File: src/rtl/dadda_seq8_ctrl.sv
// dadda_seq8_ctrl: sequential 8x8 unsigned multiplier.
// A single combinational 4x4 multiplier is stepped over the four nibble pairs of the
// latched operands; each partial product is shifted into place and accumulated in a
// 16-bit register. If either operand is zero, the block skips straight to DONE.
//
// Ports:
//   clk        rising-edge clock
//   rst_n      synchronous active-low reset
//   in_valid   operand pair offered
//   in_ready   block can accept operands (IDLE only)
//   a, b       8-bit unsigned operands
//   out_valid  product available (DONE only)
//   out_ready  consumer accepts product
//   product    16-bit unsigned a*b, 0 outside DONE
//   busy       high in any state other than IDLE
module dadda_seq8_ctrl (
    input  logic        clk,
    input  logic        rst_n,
    input  logic        in_valid,
    output logic        in_ready,
    input  logic [7:0]  a,
    input  logic [7:0]  b,
    output logic        out_valid,
    input  logic        out_ready,
    output logic [15:0] product,
    output logic        busy
);

    typedef enum logic [1:0] {
        StIdle = 2'd0,
        StMul  = 2'd1,
        StDone = 2'd2
    } state_e;

    state_e      state_q, state_d;
    logic [7:0]  a_q, a_d;
    logic [7:0]  b_q, b_d;
    logic [15:0] acc_q, acc_d;
    logic [1:0]  step_q, step_d;

    logic [3:0]  nib_a;
    logic [3:0]  nib_b;
    logic [7:0]  pp;
    logic [3:0]  shamt;
    logic [15:0] pp_shifted;

    // Step bit 1 selects the high nibble of a, bit 0 the high nibble of b:
    // 0: lo*lo, 1: lo*hi, 2: hi*lo, 3: hi*hi.
    always_comb begin
        nib_a      = step_q[1] ? a_q[7:4] : a_q[3:0];
        nib_b      = step_q[0] ? b_q[7:4] : b_q[3:0];
        pp         = {4'b0000, nib_a} * {4'b0000, nib_b};
        // Shift is 4 per high nibble used: 0, 4, 4, 8.
        shamt      = {step_q[1] & step_q[0], step_q[1] ^ step_q[0], 2'b00};
        pp_shifted = {8'h00, pp} << shamt;
    end

    always_comb begin
        state_d = state_q;
        a_d     = a_q;
        b_d     = b_q;
        acc_d   = acc_q;
        step_d  = step_q;

        case (state_q)
            StIdle: begin
                if (in_valid) begin
                    a_d    = a;
                    b_d    = b;
                    acc_d  = 16'h0000;
                    step_d = 2'd0;
                    // Zero operand: result is already 0 in the cleared accumulator.
                    state_d = ((a == 8'h00) || (b == 8'h00)) ? StDone : StMul;
                end
            end
            StMul: begin
                acc_d = acc_q + pp_shifted;
                if (step_q == 2'd3) begin
                    state_d = StDone;
                end else begin
                    step_d = step_q + 2'd1;
                end
            end
            StDone: begin
                if (out_ready) begin
                    state_d = StIdle;
                end
            end
            default: begin
                state_d = StIdle;
            end
        endcase
    end

    always_ff @(posedge clk) begin
        if (!rst_n) begin
            state_q <= StIdle;
            a_q     <= 8'h00;
            b_q     <= 8'h00;
            acc_q   <= 16'h0000;
            step_q  <= 2'd0;
        end else begin
            state_q <= state_d;
            a_q     <= a_d;
            b_q     <= b_d;
            acc_q   <= acc_d;
            step_q  <= step_d;
        end
    end

    always_comb begin
        in_ready  = (state_q == StIdle);
        out_valid = (state_q == StDone);
        busy      = (state_q != StIdle);
        product   = (state_q == StDone) ? acc_q : 16'h0000;
    end

endmodule
File: config.mk
export PLATFORM = sky130hd
export DESIGN_NAME = dadda_seq8_ctrl
export DESIGN_NICKNAME = d
export VERILOG_FILES = /design/src/rtl/dadda_seq8_ctrl.sv
export SDC_FILE = /design/constraint.sdc
export NUM_CORES = 1
export LEC_CHECK = 0
export ABC_AREA = 1
export CAP_MARGIN = 20
export CORE_MARGIN = 8
export CORE_UTILIZATION = 41
export CTS_CLUSTER_SIZE = 14
export DETAILED_ROUTE_END_ITERATION = 8
export SETUP_SLACK_MARGIN = 0.05
export SLEW_MARGIN = 25
export SYNTH_ARGS = -nofsm -noshare
export SYNTH_HDL_FRONTEND = slang
export SYNTH_SLANG_ARGS = --single-unit
File: constraint.sdc
create_clock -name clk -period 7.35 [get_ports clk]
set_input_delay 0.735 -clock clk [delete_from_list [all_inputs] [get_ports clk]]
set_output_delay 0.735 -clock clk [all_outputs]
set_load 0.02 [all_outputs]
==> impl_metrics.json <==
{
  "drc": 0,
  "n_fill_cell": 715,
  "critPathKind": "flip-flop to flip-flop",
  "synth_cell_types": 37,
  "critPathCaptureType": "flip-flop",
  "yosys_warnings": 0,
  "hold_buffers": 0,
  "worstPathCellList": "o21ai_0, or2_2, fa_1, inv_1, fa_1, inv_1, fa_1, o21ai_0, xnor2_1, nand2_1, o21ai_0, nor2_1, ha_1, a21o_1, a21oi_1, o21ai_2, a21o_1, nor2_1, nor2_1, nand2_1, a21oi_1",
  "p_switching_uw": 232,
  "cellInternalPower_uw": 367,
  "post_cts_resized": 0,
  "cp-start-kind": "flip-flop",
  "diodes": 0,
  "core_mm2": 0.00679,
  "sw_frac_of_total_pct": 38.7,
  "p_comb_share_pct": 37.1,
  "postRouteAntennaNets": 0,
  "seq_power_share_pct": 37.5,
  "vias": 2872,
  "crit_buf_inv": 2,
  "place_area_mm2": 0.00332,
  "finalInstanceArea_mm2": 0.00341,
  "critical_path_required_ps": 7510,
  "leakagePower_nw": 1.48,
  "via_per_inst": 5.05,
  "synth_nets": 492,
  "grt_pass1_vias": 2787,
  "slew_headroom_pct": 59.7,
  "endpoint": "acc_q[11]",
  "crit_arrival_ps": 4950,
  "synth_area_per_cell_um2": 6.55,
  "htreeDepth": 2,
  "tool_warnings": 26,
  "slowest_stage": "fa_1",
  "cts_root_buffer": "clkbuf_8",
  "numPortBuffers": 38,
  "worst_pin_slew_ps": 601,
  "min_period_over_period_pct": 65.1,
  "status": "finished clean",
  "cts_max_path_buffers": 2,
  "cts.clk_slew.worst_paths_ps": 80,
  "worstRegToRegCells": 21,
  "min_to": "a_q[4]",
  "min_path_cells": 2,
  "synthCells": 439,
  "regArea_um2": 721,
  "ys_ff": 36,
  "p_comb_uw": 222,
  "post_drt_wl_per_cell_um": 13.2,
  "first_pass_iters": 4,
  "clkSinkCount": 36,
  "die_h_um": 99.7,
  "routed_wl_um": 7530,
  "regToRegEndpoint": "acc_q[11]",
  "post_cts_buffers": 0,
  "worstReg2RegStart": "step_q[1]",
  "drive_gt1_share_pct": 5.71,
  "slew_violations": 0,
  "ys_cells": 439,
  "drt_iter0_markers": 168,
  "cts_tree": "done",
  "synth_area_mm2": 0.00287,
  "numCtsBuffers": 5,
  "cpLargestDelayFamily": "adder cells",
  "min_path_type": "flip-flop to flip-flop",
  "max_stage_delay_ps": 560,
  "comb_area_mm2": 0.00189,
  "finalNonFillerCells": 569,
  "seq_cell_power_uw": 224,
  "yosys_area_mm2": 0.00287,
  "fp_util_pct": 42.3,
  "p_clk_uw": 152,
  "cap_viol_max_count": 0,
  "nets": 525,
  "grt_pass1_wl_um": 13000,
  "die_x_um": 99.7,
  "chipArea_mm2": 0.00995,
  "final_core_util_pct": 50.3,
  "worstHoldStart": "a_q[4]",
  "post-place-cells": 561,
  "rows": 30,
  "io_pins": 39,
  "period_minus_slack_ps": 4790,
  "grt_max_degree": 24,
  "setup_tns_ps": 0,
  "post-dp-hpwl_um": 5970,
  "clkPwrFrac_pct": 25.4,
  "top_power_group": "registers",
  "path_depth": 21,
  "clk_latency_ps": 300,
  "ys_seq_share_pct": 25.1,
  "finalSetupViolCount": 0,
  "hold_violations": 0,
  "critPathLaunch": "step_q[1]",
  "rrSetupSlack_ps": 2560,
  "fin_skew_ps": 11.3,
  "gp_congestion": 0.974,
  "area_growth_pct": 18.8,
  "antenna_found_initial": 0,
  "overflow": 0,
  "max_freq_mhz": 209,
  "power_density_mw_per_mm2": 175,
  "cp_max_fo": 9,
  "peakVddDrop_mv": 0.0932,
  "grt_setup_unrepaired": "no"
}
[cell families after synthesis]
group | Yosys count | share of synthesized area (%)
mux | 2 | 0.697
buf+inv | 67 | 9.06
compound gates | 104 | 19.7
xor+xnor | 3 | 0.914
fa+ha+maj | 33 | 15.7
simple gates | 194 | 28.9
flops | 36 | 25.1
[area by class of cell]
type	instances	area share, %
timing repair buffer	38	11.1
clock inverter	1	0.220
tap	96	3.52
sequential	36	21.1
clock buffer	7	2.53
multi-input combinational	336	55.4
inverter	55	6.05
[routing by layer]
| metal | vias up | wire length (µm) | track usage (%) |
|---|---|---|---|
| met5 | - | 0 | 0 |
| li1 | 1514 | - | - |
| met4 | 0 | 119 | 4.19 |
| met2 | 65 | 3560 | 28.5 |
| met3 | 10 | 311 | 2.79 |
| met1 | 1283 | 3540 | 18.6 |
[Yosys cell counts]
library cell | instances | area (µm²)
a211oi_1 | 1 | 7.51
a21boi_2 | 1 | 11.3
a21o_1 | 3 | 22.5
a21oi_1 | 47 | 235
a21oi_2 | 1 | 8.76
a31oi_1 | 1 | 6.26
and3_1 | 2 | 12.5
buf_2 | 4 | 20.0
buf_4 | 1 | 7.51
clkbuf_1 | 7 | 26.3
clkinv_1 | 3 | 11.3
dfxtp_1 | 36 | 721
fa_1 | 5 | 100
ha_1 | 28 | 350
inv_1 | 48 | 180
inv_2 | 4 | 15.0
mux2i_1 | 2 | 20.0
nand2_1 | 75 | 282
nand2_2 | 1 | 6.26
nand2b_1 | 1 | 6.26
nand3_1 | 18 | 90.1
nand3_2 | 3 | 30.0
nand3b_1 | 1 | 7.51
nand4_1 | 3 | 18.8
nand4_2 | 1 | 12.5
nor2_1 | 75 | 282
nor2_2 | 1 | 6.26
nor3_1 | 3 | 15.0
nor4_1 | 4 | 25.0
o21ai_0 | 38 | 190
o21ai_1 | 1 | 5.00
o21ai_2 | 2 | 17.5
o21bai_1 | 4 | 30.0
o22ai_1 | 5 | 31.3
or2_2 | 6 | 37.5
xnor2_1 | 2 | 17.5
xor2_1 | 1 | 8.76
[layout by cell type (no fill, tap or decap), types with 2 or more instances in the layout]
master           netlist  layout
nand2_1               75      75
nor2_1                75      75
inv_1                 48      48
a21oi_1               47      47
o21ai_0               38      38
clkdlybuf4s50_1        0      38
dfxtp_1               36      36
ha_1                  28      28
nand3_1               18      18
or2_2                  6       6
clkbuf_8               0       6
o22ai_1                5       5
fa_1                   5       5
o21bai_1               4       4
inv_2                  4       4
nor4_1                 4       4
clkinv_1               3       3
nand3_2                3       3
a21o_1                 3       3
nand4_1                3       3
nor3_1                 3       3
mux2i_1                2       2
xnor2_1                2       2
o21ai_2                2       2
and3_1                 2       2
[sequential cells by signal (all words and copies together) (netlist names)]
register	count
b_q	8
a_q	8
state_q	2
acc_q	16
step_q	2
[metrics by stage]
step	power [mW]	setup WS, ps	hold slack (ps)
2_1_floorplan	0.388	2860	429
3_3_place_gp	0.451	2660	444
3_5_place_dp	0.451	2580	449
4_1_cts	0.603	2560	459
5_1_grt	0.645	2210	472
6_report	0.599	2560	458
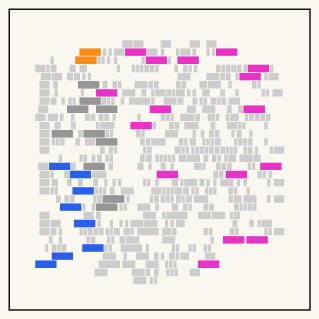
**Above:** sequential cells grouped by signal name.
Drawn at 3 px/µm. Other sequential cells in the stronger gray, the rest of the logic in the fainter gray.
signal	color	placed flops
state_q	orange	2
b_q	blue	8
acc_q	magenta	16

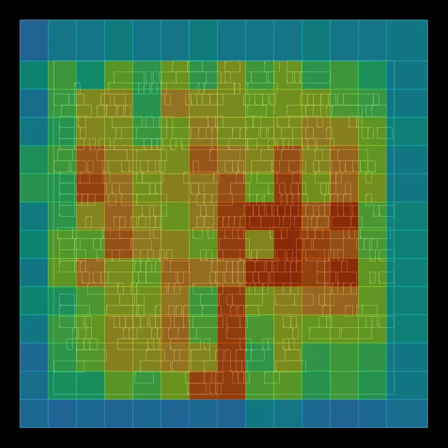
**Above:** routing congestion.
GRT Max-Usage Layer: met2
total global routing track utilization: 15.8%

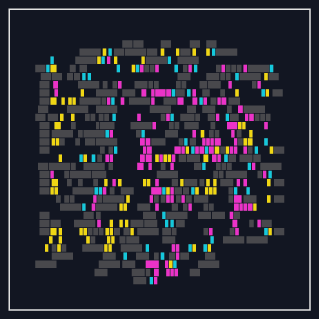
**Above:** selected gate families.
Drawn at 3 px/µm.
family	color	cells
inv cells	cyan	55
nor cells	yellow	83
nand cells	magenta	103

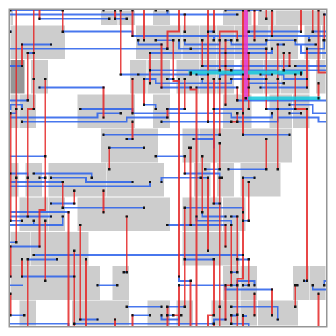
**Above:** layout detail.
Region (37, 17) to (62, 42) µm. Cells in gray, sequential cells in the stronger gray; small squares are vias.
layer	color
M2	red
M4	magenta
M3	cyan
M1	blue
cells with their middle in the window	55
sequential cells in the window	0
most frequent	nand2_1 (10)

Power figures rest on the tool's default switching activity, not on a simulated workload.
